## src/rtl/ks_pkg.sv

```systemverilog
// ks_pkg: shared types, constants and helpers for the Kogge-Stone nibble sequencer
package ks_pkg;
  localparam int NIB_W = 4;
  typedef enum logic [1:0] {IDLE, ISSUE, WAIT, DONE} ks_seq_state_t;
  function automatic int nib_cnt(input int width);
    return width / NIB_W;
  endfunction
endpackage

```

## src/rtl/ks_lat_counter.sv

```systemverilog
// ks_lat_counter: WAIT-state cycle counter; hit flags count == LAT. Ports: clk, rst (sync active-low), run (count, else clear), hit.
module ks_lat_counter #(
  parameter int LAT = 2
) (
  input  logic clk,
  input  logic rst,
  input  logic run,
  output logic hit
);
  localparam int CW = $clog2(LAT + 2);
  logic [CW-1:0] cnt;
  always_ff @(posedge clk)
    cnt <= (!rst || !run) ? '0 : cnt + 1'b1;
  assign hit = cnt == CW'(LAT);
endmodule

```

## src/rtl/ks_nibble_sequencer.sv

```systemverilog
// ks_nibble_sequencer: slices a WIDTH-bit add into 4-bit adds through an external registered adder.
// Ports: clk, rst (sync active-low); op_valid/op_ready/op_a/op_b/op_cin request;
// res_valid/res_ready/res_sum/res_cout result; add_a/add_b/add_cin to adder, add_sum/add_cout from adder.
// Optional macro KS_SEQ_OVERFLOW_EN adds res_ovf (two's-complement overflow, valid with res_valid).
module ks_nibble_sequencer
  import ks_pkg::*;
#(
  parameter int WIDTH     = 16,
  parameter int ADDER_LAT = 2
) (
  input  logic             clk,
  input  logic             rst,
  input  logic             op_valid,
  output logic             op_ready,
  input  logic [WIDTH-1:0] op_a,
  input  logic [WIDTH-1:0] op_b,
  input  logic             op_cin,
  output logic             res_valid,
  input  logic             res_ready,
  output logic [WIDTH-1:0] res_sum,
  output logic             res_cout,
`ifdef KS_SEQ_OVERFLOW_EN
  output logic             res_ovf,
`endif
  output logic [NIB_W-1:0] add_a,
  output logic [NIB_W-1:0] add_b,
  output logic             add_cin,
  input  logic [NIB_W-1:0] add_sum,
  input  logic             add_cout
);
  localparam int NIBS = nib_cnt(WIDTH);
  localparam int KW   = $clog2(NIBS);
  ks_seq_state_t state, nxt;
  logic [WIDTH-1:0] a_q, b_q;
  logic [KW-1:0]    k;
  logic             carry_q, hit, last;
  assign last = k == KW'(NIBS - 1);
  ks_lat_counter #(.LAT(ADDER_LAT)) u_cnt (
    .clk(clk),
    .rst(rst),
    .run(state == WAIT),
    .hit(hit)
  );
  always_ff @(posedge clk)
    state <= !rst ? IDLE : nxt;
  always_comb begin
    nxt = state;
    case (state)
      IDLE:    nxt = op_valid ? ISSUE : IDLE;
      ISSUE:   nxt = WAIT;
      WAIT:    nxt = hit ? (last ? DONE : ISSUE) : WAIT;
      DONE:    nxt = res_ready ? IDLE : DONE;
      default: nxt = IDLE;
    endcase
  end
  always_comb begin
    op_ready  = state == IDLE;
    res_valid = state == DONE;
  end
  // carry_q holds op_cin before nibble 0, then each nibble's carry-out; after the last nibble it is the result carry
  always_ff @(posedge clk) begin
    if (!rst) begin
      a_q     <= '0;
      b_q     <= '0;
      k       <= '0;
      carry_q <= 1'b0;
      res_sum <= '0;
      add_a   <= '0;
      add_b   <= '0;
      add_cin <= 1'b0;
    end else begin
      if (state == IDLE && op_valid) begin
        a_q     <= op_a;
        b_q     <= op_b;
        carry_q <= op_cin;
        k       <= '0;
      end
      if (state == ISSUE) begin
        add_a   <= a_q[k*NIB_W +: NIB_W];
        add_b   <= b_q[k*NIB_W +: NIB_W];
        add_cin <= carry_q;
      end
      if (state == WAIT && hit) begin
        res_sum[k*NIB_W +: NIB_W] <= add_sum;
        carry_q                   <= add_cout;
        k                         <= last ? '0 : k + 1'b1;
      end
    end
  end
  assign res_cout = carry_q;
`ifdef KS_SEQ_OVERFLOW_EN
  assign res_ovf = res_valid && (a_q[WIDTH-1] == b_q[WIDTH-1]) && (res_sum[WIDTH-1] != a_q[WIDTH-1]);
`endif
endmodule

```

## config.mk

```make
export PLATFORM = sky130hd
export DESIGN_NAME = ks_nibble_sequencer
export DESIGN_NICKNAME = d
export VERILOG_FILES = /design/src/rtl/ks_pkg.sv /design/src/rtl/ks_lat_counter.sv /design/src/rtl/ks_nibble_sequencer.sv
export SDC_FILE = /design/constraint.sdc
export NUM_CORES = 1
export LEC_CHECK = 0
export ABC_CLOCK_PERIOD_IN_PS = 1800
export CORE_MARGIN = 4
export CORE_UTILIZATION = 62
export CTS_BUF_LIST = sky130_fd_sc_hd__clkbuf_16
export DETAILED_ROUTE_END_ITERATION = 12
export DONT_BUFFER_PORTS = 1
export PLACE_DENSITY = 0.88
export SLEW_MARGIN = 20
export SYNTH_ARGS = -nofsm -noshare
export SYNTH_HDL_FRONTEND = slang
export SYNTH_SLANG_ARGS = --single-unit
```

## constraint.sdc

```tcl
create_clock -name clk -period 1.8 [get_ports clk]
set_input_delay 0.18 -clock clk [delete_from_list [all_inputs] [get_ports clk]]
set_output_delay 0.18 -clock clk [all_outputs]
set_load 0.05 [all_outputs]
```

Figure 1. Signal wires on met1 (run 1).
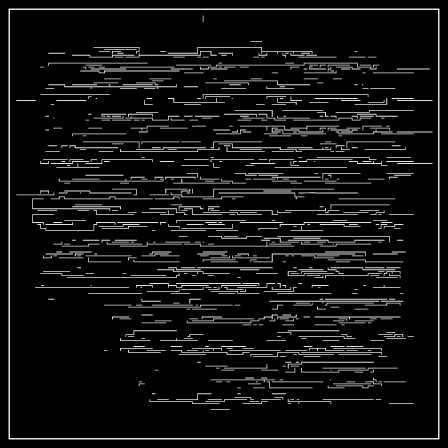
share of all routed wire = 43%
main direction = horizontal
wire length on this layer = 2830 µm
nets with wire on the layer = 333
longest straight run = 28.5 µm

Figure 2. Metal 2 (run 1).
The bar under the picture is 20 µm long.
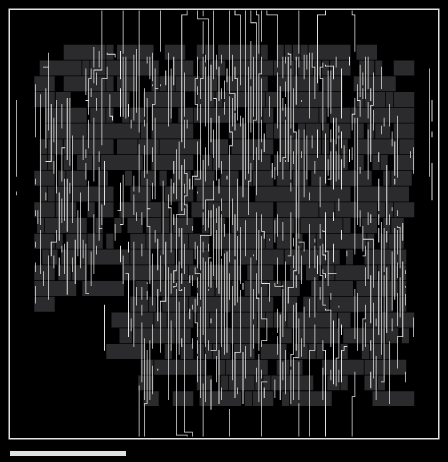
longest straight run = 29.1 µm
main direction = vertical
nets with wire on the layer = 311

Figure 3. Met3 routing (run 1).
The bar under the picture is 20 µm long.
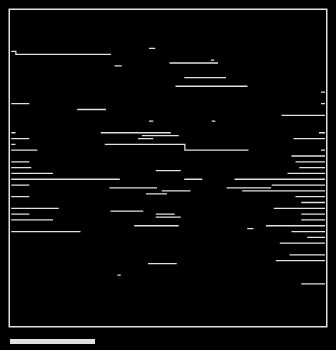
longest straight run = 25.1 µm
main direction = horizontal

Figure 4. Routing congestion map (run 1).
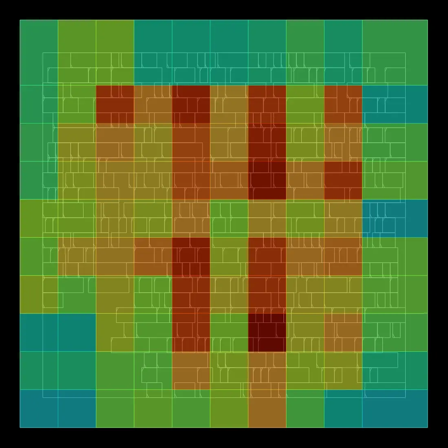
M3 GR Usage: 9.05%
Routed wire per std cell: 17.6 µm

==> impl_metrics.csv, run 1 <==
group,metric,value,unit
outcome,status,"completed",
die,taps,50,
finish,final-clk-cell-share,8.67,%
cts,cts_resized,0,
synth,synth_top_area_share,47.5,%
synth,ys_area,2700,µm²
die,fp_util,65.5,%
synth,syn_area,2700,µm²
finish,reg.largest.list,"a_q (16), b_q (16), res_sum (16)",
timing,worst_pin_slew,570,ps
synth,synth-edff-count,0,
finish,n_antenna_cell,0,
critical_path,critical_path.slowest_cell,"dfxtp_1",
grt,antenna_found_initial,0,
synth,synth_top_cell_by_count,"nand2_1",
grt,grt_max_degree,69,
die,die_h,73.9,µm
finish,finalNonFillerCells,376,
place,place.gp.congestion,0.836,
cts,root_buffer,"clkbuf_16",
place,hpwl,3.96,mm
pwr,p_leak,0.00119,µW
cts,clk_latency,320,ps
timing,drv_slew,0,
timing,report.final.hold_viol_count,0,
timing,layout_setup_ws,206,ps
pwr,p_switching,777,µW
synth,async_flop_share,0,%
finish,utilization,78.2,%
cts,cts_buffers,9,
cts,postCtsSetupBuffers,0,
critical_path,r2r_slack,210,ps
synth,ys.warnings.count,0,
pwr,swShare,22.7,%
place,io_buffers,0,
grt,grt-ovfl-total,0,
grt,grt_first_pass_wirelength,10.6,mm
finish,final_design_area_no_fill,3220,µm²
critical_path,rr_worst_depth,5,
synth,synth_top_cell_by_area,"dfxtp_1",
cts,cts_num_sinks,64,
drt,postRouteAntennaNets,0,
drt,met3_length,508,µm
drt,routed_wl,6.62,mm
finish,flop_area,1280,µm²
drt,vias,2208,
synth,postSynthAreaPerCell,9.05,µm²
synth,synth_cell_types,29,
timing,finClkSkew,2.15,ps
synth,adder_share,3.25,%
finish,fin_nets,370,
finish,inv_count,3,
synth,ys_seq_share,47.5,%
synth,yosys-top-cells-count,"nand2_1 (90), dfxtp_1 (64), a21boi_1 (30)",
synth,simple_gate_share,20.9,%
critical_path,reg2reg_to,"res_sum[8]$_SDFFE_PN0P_",
drt,drt-initial-drc-count,200,
hold_path,hold_depth,2,
synth,ys_cells,298,
critical_path,r2r-start,"k[0]$_SDFFE_PN0P_",
timing,hold_ws,7.29,ps
finish,largest_class,"flip-flops and latches",
synth,muxShareOfSynthArea,6.31,%
critical_path,worstPathArrival,1840,ps
timing,tns,0,ps
hold_path,hold_path_startpoint,"op_a[11]",
synth,aoi_share,16.9,%
finish,seq_share,39.8,%
timing,relSlewSlack,61.9,%
place,dp.cells,337,
synth,synth_nets,347,
critical_path,cp-end-kind,"register",
finish,buffers,33,
critical_path,crit_path_start_kind,"register",
drt,drc,0,
drt,drt_pass1_iterations,4,
die,core,4120,µm²
critical_path,cp.depth,5,
timing,finalSetupViolations,0,
grt,first_global_vias,2104,
finish,ff_count,64,
drt,wl_met1,2.83,mm
pwr,power.total,3420,µW
drt,viasPerCell,5.87,
synth,xor_area_share,0,%
pwr,p_int,2640,µW
run 1: cells in the final DEF, fill, tap and decap left out, types with 2 or more instances in the layout:
cell type	Yosys	final
dlygate4sd3_1	0	23
o221ai_1	8	8
inv_1	3	4
clkinv_1	0	4
ha_1	7	7
clkbuf_16	0	9
nand4_1	3	3
buf_4	1	10
nand2b_1	2	2
a21boi_0	2	2
a21boi_1	30	30
nor2b_1	4	4
o22ai_1	18	18
dfxtp_1	64	64
nand3b_1	2	2
o21a_1	2	2
nor2_1	5	5
and4b_1	3	3
nand2_1	90	90
mux2i_1	17	17
nand3_1	9	9
run 1: power groups by stage:
stage	registers, µW	logic (µW)	clock network (µW)
finish	1540	267	1610
global route	1550	295	1700
CTS	1540	261	1620
detailed placement	1570	217	0
global placement	1570	213	0
floorplan	1550	209	0
==> run 2, diff against run 1 <==
Settings changed: ABC_AREA set to 1.
==> run 2 against run 1 <==
  * The run now ends with hold timing left
  * Clock-buffer cell count is the same
  * Non-clock buffer count shrank 15
  * Sequential power is essentially flat
  * Final cell count grew 32%
  * Flip-flop count is the same
  * Highest routed layer unchanged
==> impl_metrics.csv, run 2 <==
group,metric,value,unit
place,io_buffers,0,
critical_path,critical_path.slowest_cell,"dfxtp_1",
critical_path,rr_worst_depth,6,
synth,syn_area,2910,µm²
finish,final-clk-cell-share,7.84,%
timing,finClkSkew,3.49,ps
synth,muxShareOfSynthArea,0,%
cts,postCtsSetupBuffers,0,
synth,yosys-top-cells-count,"nand2_1 (94), inv_1 (68), dfxtp_1 (64)",
synth,synth_top_cell_by_area,"dfxtp_1",
outcome,violations,"hold timing",
pwr,p_switching,900,µW
finish,lay_top_cells,"nand2_1 (94), inv_1 (70), dfxtp_1 (64), nor2_1 (61), a21oi_1 (43)",
cts,cts_buffers,9,
drt,viasPerCell,5.43,
finish,ff_count,64,
die,core,4440,µm²
timing,report.final.hold_viol_count,2,
timing,tns,0,ps
synth,synth_cell_types,17,
timing,finalSetupViolations,0,
finish,flop_area,1280,µm²
pwr,p_clk,1500,µW
grt,grt_first_pass_wirelength,11.6,mm
synth,adder_share,3.01,%
finish,seq_share,39.1,%
synth,synth_nets,478,
timing,worst_pin_slew,743,ps
drt,postRouteAntennaNets,0,
pwr,p_leak,0.00148,µW
synth,ys.warnings.count,0,
finish,reg.largest.list,"a_q (16), b_q (16), res_sum (16)",
synth,postSynthAreaPerCell,6.78,µm²
drt,drt_pass1_iterations,5,
synth,synth_top_cell_by_count,"nand2_1",
pwr,p_int,2540,µW
timing,hold_ws,-2.67,ps
die,fp_util,65.5,%
timing,layout_setup_ws,288,ps
place,place.gp.congestion,0.859,
critical_path,reg2reg_to,"res_sum[5]$_SDFFE_PN0P_",
drt,drc,0,
critical_path,r2r_slack,290,ps
hold_path,hold_path_startpoint,"rst",
synth,xor_area_share,0,%
place,hpwl,4.67,mm
finish,final_design_area_no_fill,3270,µm²
drt,drt-initial-drc-count,231,
grt,grt-ovfl-total,0,
critical_path,crit_path_start_kind,"register",
cts,cts_num_sinks,64,
pwr,swShare,26.2,%
drt,vias,2694,
finish,finalNonFillerCells,496,
synth,synth_top_area_share,44.0,%
cts,cts_resized,0,
finish,fin_nets,488,
synth,async_flop_share,0,%
finish,layout_top_cell,"nand2_1",
pwr,pg_seq,1550,µW
die,taps,52,
synth,ys_cells,429,
grt,antenna_found_initial,0,
cts,root_buffer,"clkbuf_16",
synth,synth-edff-count,0,
grt,first_global_vias,2524,
pwr,pg_comb,390,µW
outcome,status,"complete, but fails checks",
critical_path,cp-end-kind,"register",
critical_path,r2r-start,"k[0]$_SDFFE_PN0P_",
critical_path,worstPathArrival,1770,ps
timing,drv_slew,0,
place,dp.cells,479,
grt,grt_max_degree,67,
[run 2: netlist changes by cell type after synthesis, moves of 4 or more]
| cell | change |
|---|---|
| o221ai_1 | -8 |
| mux2i_1 | -17 |
| a21boi_1 | -30 |
| nor2b_1 | -4 |
| nand3_1 | +23 |
| inv_1 | +65 |
| a21oi_1 | +43 |
| nor2_1 | +56 |
| o22ai_1 | -18 |
| o21ai_0 | +33 |
| nand2_1 | +4 |
[run 2: routing by layer]
| metal | global-route usage [%] | vias up | routed length, µm | part of all wire [%] |
|---|---|---|---|---|
| met2 | 41.5 | 124 | 3390 | 48 |
| met5 | 0 | - | 0 | 0 |
| met1 | 29.4 | 1206 | 3010 | 42 |
| met3 | 8.75 | 17 | 584 | 8.2 |
| li1 | - | 1347 | - | - |
| met4 | 9.42 | 0 | 119 | 1.7 |
Figure 5. Met3 routing (run 2).
The bar under the picture is 20 µm long.
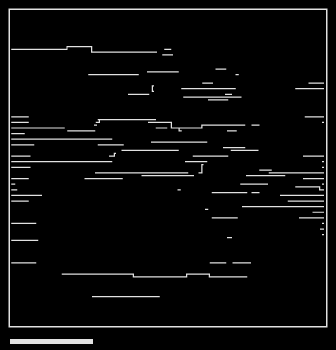
nets with wire on the layer = 65
main direction = horizontal
longest straight run = 24.1 µm
share of all routed wire = 8.2%

Figure 6. Signal wires on met1 (run 2).
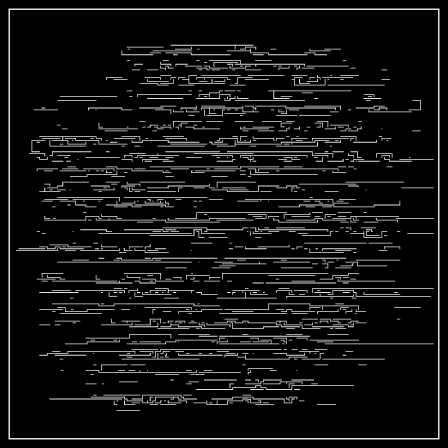
wire length on this layer = 3010 µm
longest straight run = 23.9 µm

Figure 7. Routing congestion map (run 2).
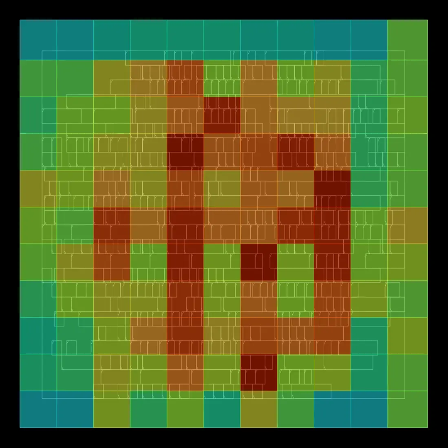
Util after Layout: 73.6%
Routed wire per std cell: 14.3 µm
M3 GR Usage: 8.75%
Tot GR Track Use: 24.9%

Power is estimated from default activity; no workload was simulated.
